**src/rtl/control_pipe.sv**
```systemverilog
// ID/EX control stage of the pipelined RV32I core: decodes the ID instruction, registers the
// control word into EX, and sequences load-use bubbles, multi-cycle M-extension ops, flush and stall.
module control_pipe #(
    parameter int MULDIV_EN = 1,
    parameter int MUL_LAT   = 3,
    parameter int DIV_LAT   = 33,
    parameter int CNT_W     = 6
) (
    input  logic        clk,
    input  logic        rst_n,
    input  logic        id_valid,
    input  logic [31:0] id_instr,
    output logic        id_ready,
    input  logic        mem_stall,
    input  logic        flush,
    output logic        ex_valid,
    output logic [27:0] ex_ctrl,
    output logic [4:0]  ex_rd,
    output logic [4:0]  ex_rs1,
    output logic [4:0]  ex_rs2,
    output logic        ex_muldiv,
    output logic        ex_busy,
    output logic        ex_illegal
);
    // Field order is the bit layout the execute datapath slices ex_ctrl by.
    typedef struct packed {
        logic [6:0] opcode;
        logic [2:0] aluop;
        logic [2:0] cmpop;
        logic       alumux1_sel;
        logic [2:0] alumux2_sel;
        logic       cmpmux_sel;
        logic [3:0] regfilemux_sel;
        logic       load_regfile;
        logic       dmem_read;
        logic       dmem_write;
        logic [2:0] funct3;
    } ctrl_t;

    localparam logic [6:0] OP_LUI   = 7'b0110111;
    localparam logic [6:0] OP_AUIPC = 7'b0010111;
    localparam logic [6:0] OP_JAL   = 7'b1101111;
    localparam logic [6:0] OP_JALR  = 7'b1100111;
    localparam logic [6:0] OP_BR    = 7'b1100011;
    localparam logic [6:0] OP_LOAD  = 7'b0000011;
    localparam logic [6:0] OP_STORE = 7'b0100011;
    localparam logic [6:0] OP_IMM   = 7'b0010011;
    localparam logic [6:0] OP_REG   = 7'b0110011;

    localparam logic [2:0] ALU_ADD  = 3'b000;
    localparam logic [2:0] ALU_SRA  = 3'b010;
    localparam logic [2:0] ALU_SUB  = 3'b011;
    localparam logic [2:0] ALU_SRL  = 3'b101;
    localparam logic [2:0] CMP_BLT  = 3'b100;
    localparam logic [2:0] CMP_BLTU = 3'b110;
    localparam logic       MUX1_PC  = 1'b1;
    localparam logic [2:0] MUX2_I   = 3'd0;
    localparam logic [2:0] MUX2_U   = 3'd1;
    localparam logic [2:0] MUX2_B   = 3'd2;
    localparam logic [2:0] MUX2_S   = 3'd3;
    localparam logic [2:0] MUX2_J   = 3'd4;
    localparam logic [2:0] MUX2_RS2 = 3'd5;
    localparam logic       CMP_IMM  = 1'b1;
    localparam logic [3:0] RF_ALU   = 4'd0;
    localparam logic [3:0] RF_BR    = 4'd1;
    localparam logic [3:0] RF_U     = 4'd2;
    localparam logic [3:0] RF_LW    = 4'd3;
    localparam logic [3:0] RF_PC4   = 4'd4;
    localparam logic [3:0] RF_LB    = 4'd5;
    localparam logic [3:0] RF_LBU   = 4'd6;
    localparam logic [3:0] RF_LH    = 4'd7;
    localparam logic [3:0] RF_LHU   = 4'd8;

    localparam logic [CNT_W-1:0] MUL_CNT = CNT_W'(MUL_LAT - 1);
    localparam logic [CNT_W-1:0] DIV_CNT = CNT_W'(DIV_LAT - 1);

    logic [6:0] opcode;
    logic [2:0] funct3;
    logic [6:0] funct7;
    logic [4:0] rd;
    logic [4:0] rs1;
    logic [4:0] rs2;

    assign opcode = id_instr[6:0];
    assign rd     = id_instr[11:7];
    assign funct3 = id_instr[14:12];
    assign rs1    = id_instr[19:15];
    assign rs2    = id_instr[24:20];
    assign funct7 = id_instr[31:25];

    ctrl_t            dec;
    ctrl_t            ex_word;
    logic             dec_muldiv;
    logic             dec_illegal;
    logic             use_rs1;
    logic             use_rs2;
    logic [CNT_W-1:0] count;
    logic             stall_lu;
    logic             stall;

    always_comb begin
        dec         = '0;
        dec_muldiv  = 1'b0;
        dec_illegal = 1'b0;
        use_rs1     = 1'b0;
        use_rs2     = 1'b0;
        dec.opcode  = opcode;
        dec.funct3  = funct3;
        case (opcode)
            OP_LUI: begin
                dec.load_regfile   = 1'b1;
                dec.regfilemux_sel = RF_U;
            end
            OP_AUIPC: begin
                dec.load_regfile = 1'b1;
                dec.alumux1_sel  = MUX1_PC;
                dec.alumux2_sel  = MUX2_U;
            end
            OP_JAL: begin
                dec.load_regfile   = 1'b1;
                dec.alumux1_sel    = MUX1_PC;
                dec.alumux2_sel    = MUX2_J;
                dec.regfilemux_sel = RF_PC4;
            end
            OP_JALR: begin
                dec.load_regfile   = 1'b1;
                dec.alumux2_sel    = MUX2_I;
                dec.regfilemux_sel = RF_PC4;
                use_rs1            = 1'b1;
            end
            OP_BR: begin
                dec.alumux1_sel = MUX1_PC;
                dec.alumux2_sel = MUX2_B;
                dec.cmpop       = funct3;
                use_rs1         = 1'b1;
                use_rs2         = 1'b1;
            end
            OP_LOAD: begin
                dec.load_regfile = 1'b1;
                dec.dmem_read    = 1'b1;
                dec.alumux2_sel  = MUX2_I;
                use_rs1          = 1'b1;
                case (funct3)
                    3'b000:  dec.regfilemux_sel = RF_LB;
                    3'b001:  dec.regfilemux_sel = RF_LH;
                    3'b100:  dec.regfilemux_sel = RF_LBU;
                    3'b101:  dec.regfilemux_sel = RF_LHU;
                    default: dec.regfilemux_sel = RF_LW;
                endcase
            end
            OP_STORE: begin
                dec.dmem_write  = 1'b1;
                dec.alumux2_sel = MUX2_S;
                use_rs1         = 1'b1;
                use_rs2         = 1'b1;
            end
            OP_IMM: begin
                dec.load_regfile = 1'b1;
                dec.alumux2_sel  = MUX2_I;
                use_rs1          = 1'b1;
                case (funct3)
                    3'b010: begin
                        dec.cmpop          = CMP_BLT;
                        dec.cmpmux_sel     = CMP_IMM;
                        dec.regfilemux_sel = RF_BR;
                    end
                    3'b011: begin
                        dec.cmpop          = CMP_BLTU;
                        dec.cmpmux_sel     = CMP_IMM;
                        dec.regfilemux_sel = RF_BR;
                    end
                    3'b101:  dec.aluop = funct7[5] ? ALU_SRA : ALU_SRL;
                    default: dec.aluop = funct3;
                endcase
            end
            OP_REG: begin
                dec.load_regfile = 1'b1;
                dec.alumux2_sel  = MUX2_RS2;
                use_rs1          = 1'b1;
                use_rs2          = 1'b1;
                if (funct7 == 7'b0000001) begin
                    if (MULDIV_EN != 0) begin
                        dec_muldiv         = 1'b1;
                        dec.aluop          = funct3;
                        dec.regfilemux_sel = RF_ALU;
                    end else begin
                        dec_illegal = 1'b1;
                    end
                end else begin
                    case (funct3)
                        3'b000:  dec.aluop = funct7[5] ? ALU_SUB : ALU_ADD;
                        3'b010: begin
                            dec.cmpop          = CMP_BLT;
                            dec.regfilemux_sel = RF_BR;
                        end
                        3'b011: begin
                            dec.cmpop          = CMP_BLTU;
                            dec.regfilemux_sel = RF_BR;
                        end
                        3'b101:  dec.aluop = funct7[5] ? ALU_SRA : ALU_SRL;
                        default: dec.aluop = funct3;
                    endcase
                end
            end
            default: dec_illegal = 1'b1;
        endcase
        // An illegal instruction must never write architectural state.
        if (dec_illegal) begin
            dec.load_regfile = 1'b0;
            dec.dmem_read    = 1'b0;
            dec.dmem_write   = 1'b0;
        end
    end

    assign stall_lu = ex_valid && ex_word.dmem_read && (ex_rd != 5'd0) &&
                      ((use_rs1 && (ex_rd == rs1)) || (use_rs2 && (ex_rd == rs2)));
    assign ex_busy  = (count != '0) && ex_valid && ex_muldiv;
    assign stall    = stall_lu || ex_busy || mem_stall;
    assign id_ready = !stall || flush;
    assign ex_ctrl  = ex_word;

    always_ff @(posedge clk or negedge rst_n) begin
        if (!rst_n) begin
            ex_valid   <= 1'b0;
            ex_word    <= '0;
            ex_rd      <= 5'd0;
            ex_rs1     <= 5'd0;
            ex_rs2     <= 5'd0;
            ex_muldiv  <= 1'b0;
            ex_illegal <= 1'b0;
            count      <= '0;
        end else if (mem_stall) begin
            // Downstream back-pressure freezes EX state and the counter.
        end else if (ex_busy) begin
            count <= count - CNT_W'(1);
        end else if (flush || stall_lu || !id_valid) begin
            ex_valid   <= 1'b0;
            ex_word    <= '0;
            ex_rd      <= 5'd0;
            ex_rs1     <= 5'd0;
            ex_rs2     <= 5'd0;
            ex_muldiv  <= 1'b0;
            ex_illegal <= 1'b0;
            count      <= '0;
        end else begin
            ex_valid   <= 1'b1;
            ex_word    <= dec;
            ex_rd      <= rd;
            ex_rs1     <= rs1;
            ex_rs2     <= rs2;
            ex_muldiv  <= dec_muldiv;
            ex_illegal <= dec_illegal;
            count      <= dec_muldiv ? (funct3[2] ? DIV_CNT : MUL_CNT) : '0;
        end
    end
endmodule

```
**config.mk**
```make
export PLATFORM = sky130hd
export DESIGN_NAME = control_pipe
export DESIGN_NICKNAME = d
export VERILOG_FILES = /design/src/rtl/control_pipe.sv
export SDC_FILE = /design/constraint.sdc
export NUM_CORES = 1
export LEC_CHECK = 0
export ABC_AREA = 1
export CAP_MARGIN = 30
export CORE_ASPECT_RATIO = 1.2
export CORE_MARGIN = 5
export CORE_UTILIZATION = 52
export CTS_BUF_LIST = sky130_fd_sc_hd__clkbuf_4
export CTS_CLUSTER_DIAMETER = 200
export DETAILED_ROUTE_END_ITERATION = 10
export GPL_TIMING_DRIVEN = 0
export PLACE_DENSITY = 0.95
export SETUP_SLACK_MARGIN = 0.4
export SLEW_MARGIN = 20
export SYNTH_ARGS = -nofsm -noshare
export SYNTH_HDL_FRONTEND = slang
export SYNTH_SLANG_ARGS = --single-unit
```
**constraint.sdc**
```tcl
create_clock -name clk -period 3.3 [get_ports clk]
set_input_delay 0.33 -clock clk [delete_from_list [all_inputs] [get_ports clk]]
set_output_delay 0.33 -clock clk [all_outputs]
set_load 0.005 [all_outputs]
```
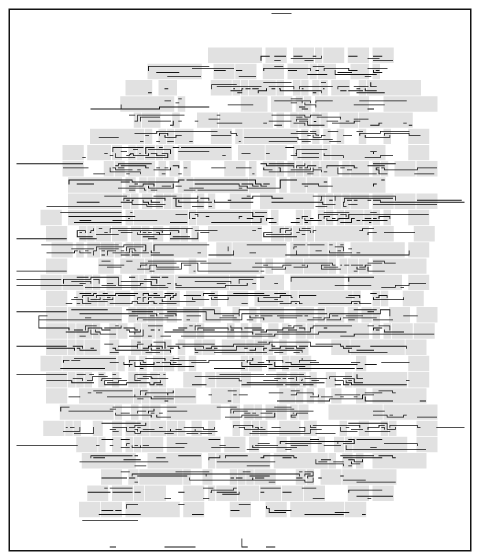
**Above:** metal 1.
wire length on this layer: 3080 um
longest straight run: 28.1 um
share of all routed wire: 41%
met1 GRT Util: 26.9%
Post-Route WL: 7420 um
Vias: 2726

==> reports/metrics.yaml <==
outcome:
  outcome: "completed"
route:
  wl_per_cell_um: 14.4
  wl_met1_um: 3080
  route.detailed.drc: 0
  ant_nets: 0
  routed-wl-met2_um: 3790
global_route:
  first_global_vias: 2660
  grt.busiest_layer: "met2"
  antenna_found_initial: 0
  grt_use_met3_pct: 3.59
power_and_ir_drop:
  p_leak_nw: 1.88
  p_per_area_nw_per_um2: 315
synthesis:
  top_cell_area_share_pct: 46.3
  simple_gate_share_pct: 27.2
  ys_top_cells_by_count: "nand2_1 (96), dfrtp_1 (52), inv_1 (51)"
  syn_area_per_cell_um2: 7.90
cts:
  cts_tree: "yes"
  cts-root-buf: "clkbuf_4"
final_layout:
  layout-drive-gt1-share_pct: 11.0
  nonClkBufAreaFrac_pct: 25.1
  layout_top_cell: "nand2_1"
worst_setup_path:
  crit_type: "reg -> out"
  crit_end: "id_ready"
  r2r_start: "count[0]$_DFFE_PN0N_"
  slowest_stage: "clkdlybuf4s50_1"
sta:
  finClkSkew_ns: 0.0200
  hold_viol_final: 0
  rsz0062_at_grt: "false"
  min_period_ns: 2.72
  min_period_over_period_pct: 82.5
  hold-worst-slack_ns: 0.481
floorplanning:
  chipArea_um2: 6980
  num_rows: 29
placement:
  pre_cts_ws_ns: 0.692
run:
  maxCapViolations: 0
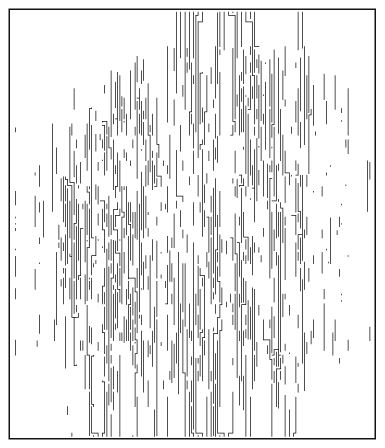
**Above:** met2 routing.
share of all routed wire: 51%
main direction: vertical
longest straight run: 39.4 um
GR Layer Usage met2: 36.2%

